`src/rtl/fetch_unit.sv`:
```
// Instruction fetch stage: issues one req/ack read at a time for the current PC and hands the result to decode with valid/ready.
// Define FETCH_STATS_EN to add a saturating STALL_CNT output.
module fetch_unit #(
    parameter int                ADDR_W   = 32,
    parameter int                INSTR_W  = 32,
    parameter logic [ADDR_W-1:0] PC_STEP  = ADDR_W'(1),
    parameter logic [ADDR_W-1:0] RESET_PC = '0
) (
    input  logic               clk,
    input  logic               rst_n,
    input  logic [ADDR_W-1:0]  PC_OUT,
    output logic [ADDR_W-1:0]  PC_IN,
    output logic               IMEM_REQ,
    output logic [ADDR_W-1:0]  IMEM_ADDR,
    input  logic               IMEM_ACK,
    input  logic [INSTR_W-1:0] IMEM_DATA,
    output logic [INSTR_W-1:0] INSTR,
    output logic [ADDR_W-1:0]  INSTR_PC,
    output logic               INSTR_VALID,
    input  logic               INSTR_READY,
    input  logic               BR_TAKEN,
    input  logic [ADDR_W-1:0]  BR_TARGET
`ifdef FETCH_STATS_EN
    ,
    output logic [31:0]        STALL_CNT
`endif
);

    localparam logic [1:0] S_SYNC  = 2'd0;
    localparam logic [1:0] S_WAIT  = 2'd1;
    localparam logic [1:0] S_VALID = 2'd2;
    localparam logic [1:0] S_DRAIN = 2'd3;

    logic [1:0] state_reg;

    always_ff @(posedge clk or negedge rst_n) begin
        if (!rst_n) begin
            state_reg   <= S_SYNC;
            PC_IN       <= RESET_PC;
            IMEM_REQ    <= 1'b0;
            IMEM_ADDR   <= '0;
            INSTR       <= '0;
            INSTR_PC    <= '0;
            INSTR_VALID <= 1'b0;
        end else if (BR_TAKEN) begin
            // Redirect wins everywhere; an in-flight read cannot be withdrawn, so it is drained.
            PC_IN       <= BR_TARGET;
            INSTR_VALID <= 1'b0;
            case (state_reg)
                S_WAIT, S_DRAIN: begin
                    if (IMEM_ACK) begin
                        IMEM_REQ  <= 1'b0;
                        state_reg <= S_SYNC;
                    end else begin
                        state_reg <= S_DRAIN;
                    end
                end
                default: state_reg <= S_SYNC;
            endcase
        end else begin
            case (state_reg)
                S_SYNC: begin
                    IMEM_REQ  <= 1'b1;
                    IMEM_ADDR <= PC_OUT;
                    state_reg <= S_WAIT;
                end
                S_WAIT: begin
                    if (IMEM_ACK) begin
                        IMEM_REQ    <= 1'b0;
                        INSTR       <= IMEM_DATA;
                        INSTR_PC    <= IMEM_ADDR;
                        INSTR_VALID <= 1'b1;
                        state_reg   <= S_VALID;
                    end
                end
                S_VALID: begin
                    if (INSTR_READY) begin
                        INSTR_VALID <= 1'b0;
                        PC_IN       <= INSTR_PC + PC_STEP;
                        state_reg   <= S_SYNC;
                    end
                end
                S_DRAIN: begin
                    if (IMEM_ACK) begin
                        IMEM_REQ  <= 1'b0;
                        state_reg <= S_SYNC;
                    end
                end
                default: state_reg <= S_SYNC;
            endcase
        end
    end

`ifdef FETCH_STATS_EN
    logic stall;
    assign stall = ((state_reg == S_WAIT) && !IMEM_ACK) || (INSTR_VALID && !INSTR_READY);

    always_ff @(posedge clk or negedge rst_n) begin
        if (!rst_n) begin
            STALL_CNT <= '0;
        end else if (stall && (STALL_CNT != 32'hFFFF_FFFF)) begin
            STALL_CNT <= STALL_CNT + 32'd1;
        end
    end
`endif

endmodule

```
`config.mk`:
```
export PLATFORM = sky130hd
export DESIGN_NAME = fetch_unit
export DESIGN_NICKNAME = d
export VERILOG_FILES = /design/src/rtl/fetch_unit.sv
export SDC_FILE = /design/constraint.sdc
export NUM_CORES = 1
export LEC_CHECK = 0
export CORE_MARGIN = 1.5
export CORE_UTILIZATION = 47
export DETAILED_ROUTE_END_ITERATION = 10
export PLACE_DENSITY = 0.93
export SLEW_MARGIN = 10
export SYNTH_ARGS = -nofsm -noshare
export SYNTH_HDL_FRONTEND = slang
export SYNTH_SLANG_ARGS = --single-unit
```
`constraint.sdc`:
```
create_clock -name clk -period 2.5 [get_ports clk]
set_clock_uncertainty 0.05 [all_clocks]
set_input_delay 0.25 -clock clk [delete_from_list [all_inputs] [get_ports clk]]
set_output_delay 0.25 -clock clk [all_outputs]
set_load 0.02 [all_outputs]
```
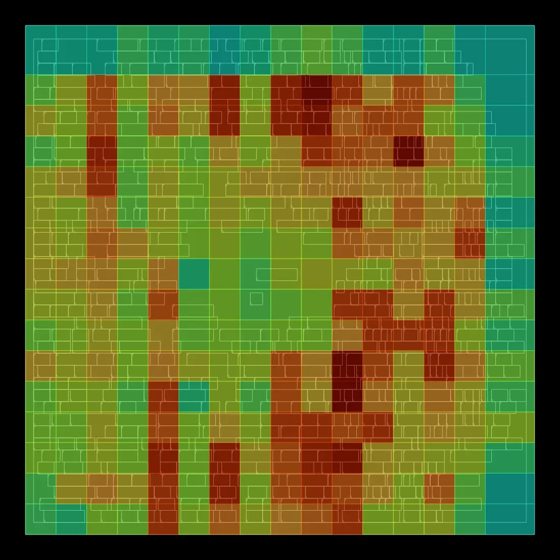
Fig. 1. Routing congestion map (run 1).
final core area utilization: 0.7390
global routing usage on met3: 0.06829
most used routing layer: met2

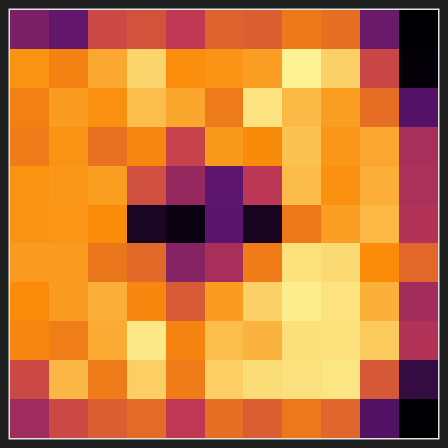
Fig. 2. Cell density map (run 1).
The die is cut into 11 by 11 equal tiles; black is low, pale yellow is high, 0 to 100% covered.
46% of the tiles are over 75% full. The emptiest ninth of the die: middle. The mean over all tiles is 66%.
core box area: 0.01206 mm^2
starting utilization of the core area: 0.4850

==> GITHUB_STEP_SUMMARY, run 1 <==
### Yosys + OpenROAD results

| Metric | Value |
|---|---|
| Run status | finished clean |
| GR met1 Demand/Resource | 0.3156 |
| Combinational cell area excluding buffers and inverters | 0.002392 mm^2 |
| Setup tns final | 0 ps |
| Cell area after technology mapping | 0.005849 mm^2 |
| Number of enable flip-flop cells | 0 |
| Yosys warning count | 0 |
| Final routed wirelength across all metal layers | 16750 um |
| Number of cells in Yosys stat | 474 |
| Port Buffers | 230 |
| Total power consumption of the routed design | 0.01115 W |
| Routed wire per std cell | 18.93 um |
| Mean Syn Cell Area | 12.34 um^2 |
| Tally of nets with antenna violations remaining after routing | 0 |
| End of the worst register-to-register path | PC_IN[6] |
| First-pass GRT wire length | 25910 um |
| Number of placed instances with taps included | 852 |
| Power in the clock group | 0.00244 W |
| Endpoint with the worst hold slack | INSTR_VALID |
| Iteration count of the initial detailed-routing pass | 6 |
| Switch share | 0.3674 |
| Number of global-route vias before repair | 4897 |
| Mux share of post-synthesis cell area | 0.1825 |
| Path type of the worst setup path | flop to flop |
| RSZ-0062 raised after global routing | no |
| Net switching component of the power | 0.004096 W |
| Maximum net fanout on the critical path | 8 |
| TritonCTS buffer count | 17 |
| Post-Route M1 WL | 6568 um |
| Hold-critical path depth | 2 |
| Routability congestion estimate from global placement | 0.8546 |
| AND-OR/OR-AND Cells, Area Fraction | 0.06289 |
| Area of the synthesized netlist per yosys stat | 0.005849 mm^2 |
| Setup slack after layout | 469.9 ps |
| Number of buffers outside the clock class in the layout | 240 |
| Smallest hold slack | 100.4 ps |
| Clock-cell share of area | 0.06597 |
| Remaining Overflow, GRT | 0 |
| Seq share, synth | 0.5647 |
| Post-DP HPWL | 12020 um |
| H-tree depth | 4 |
| Worst-case vdd ir drop | 838.3 uV |
| Min Clock Period, post-route | 2030 ps |
| Post-Place Cell Area | 0.008315 mm^2 |
| Parity-gate share of the synthesized area counting xor and xnor cells | 0.04193 |
| Count leader, synth | sky130_fd_sc_hd__dfrtp_1 |
| Number of antenna violations at the first check in global routing | 0 |
| Synthesized instance count | 474 |
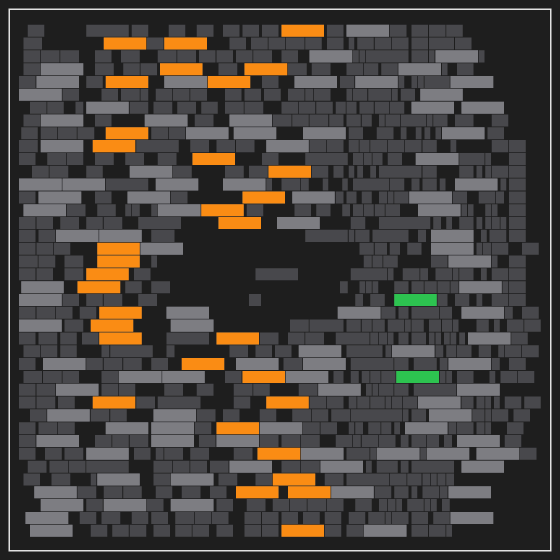
Fig. 3. Where the registers sit (run 1).
Orange shows IMEM_ADDR, flops 32. Green shows state_reg, flops 2.
Another 98 sequential cells are not colored.
Flop+latch power: 0.00395 W
sequential share of cell area: 0.3706
register cell area after layout: 0.003303 mm^2

--- run 2 (diff from run 1) ---
Settings changed: CORE_UTILIZATION 47 to 40, PLACE_DENSITY 0.93 to 0.85.
Clock period 2.5 ns to 1.8 ns, I/O delays scaled along.
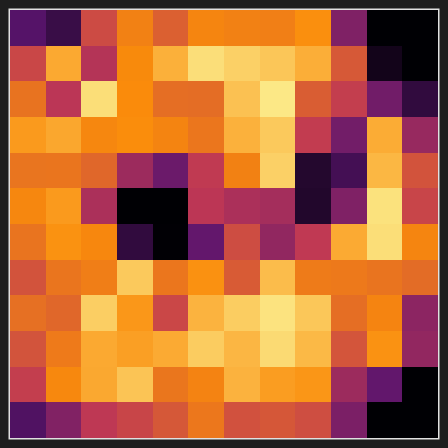
Fig. 4. Cell density map (run 2).
The die is cut into 12 by 12 equal tiles; black is low, pale yellow is high, 0 to 100% covered.
final core area utilization: 0.6515
starting utilization of the core area: 0.4055

==> GITHUB_STEP_SUMMARY, run 2 <==
### Yosys + OpenROAD results

| Metric | Value |
|---|---|
| Clock-cell share of area | 0.06378 (-0.002193) |
| Routed wire per std cell | 18.21 um (-3.8%) |
| Power in the clock group | 0.00346 W (+42%) |
| Net switching component of the power | 0.005839 W (+43%) |
| Cell area after technology mapping | 0.005849 mm^2 (unchanged) |
| Post-DP HPWL | 12560 um (+4.4%) |
| Number of cells in Yosys stat | 474 (unchanged) |
| Post-Place Cell Area | 0.008661 mm^2 (+4.2%) |
| Sequential share of cell area | 0.3526 (-0.01798) |
| Final routed wirelength across all metal layers | 17110 um (+2.2%) |
| Worst-case vdd ir drop | 1266 uV (+51%) |
| Most used routing layer | met2 |
| Path type of the worst setup path | flop to flop |
| AND-OR/OR-AND Cells, Area Fraction | 0.06289 (unchanged) |
| Number of placed instances with taps included | 902 (+5.9%) |
| Endpoint with the worst hold slack | PC_IN[10] |
| Yosys warning count | 0 (unchanged) |
| Parity-gate share of the synthesized area counting xor and xnor cells | 0.04193 (unchanged) |
| Maximum net fanout on the critical path | 8 (unchanged) |
| Mean Syn Cell Area | 12.34 um^2 (unchanged) |
| Run status | finished clean |
| Seq share, synth | 0.5647 (unchanged) |
No activity file was given, so power comes from the tool's default toggle rates.
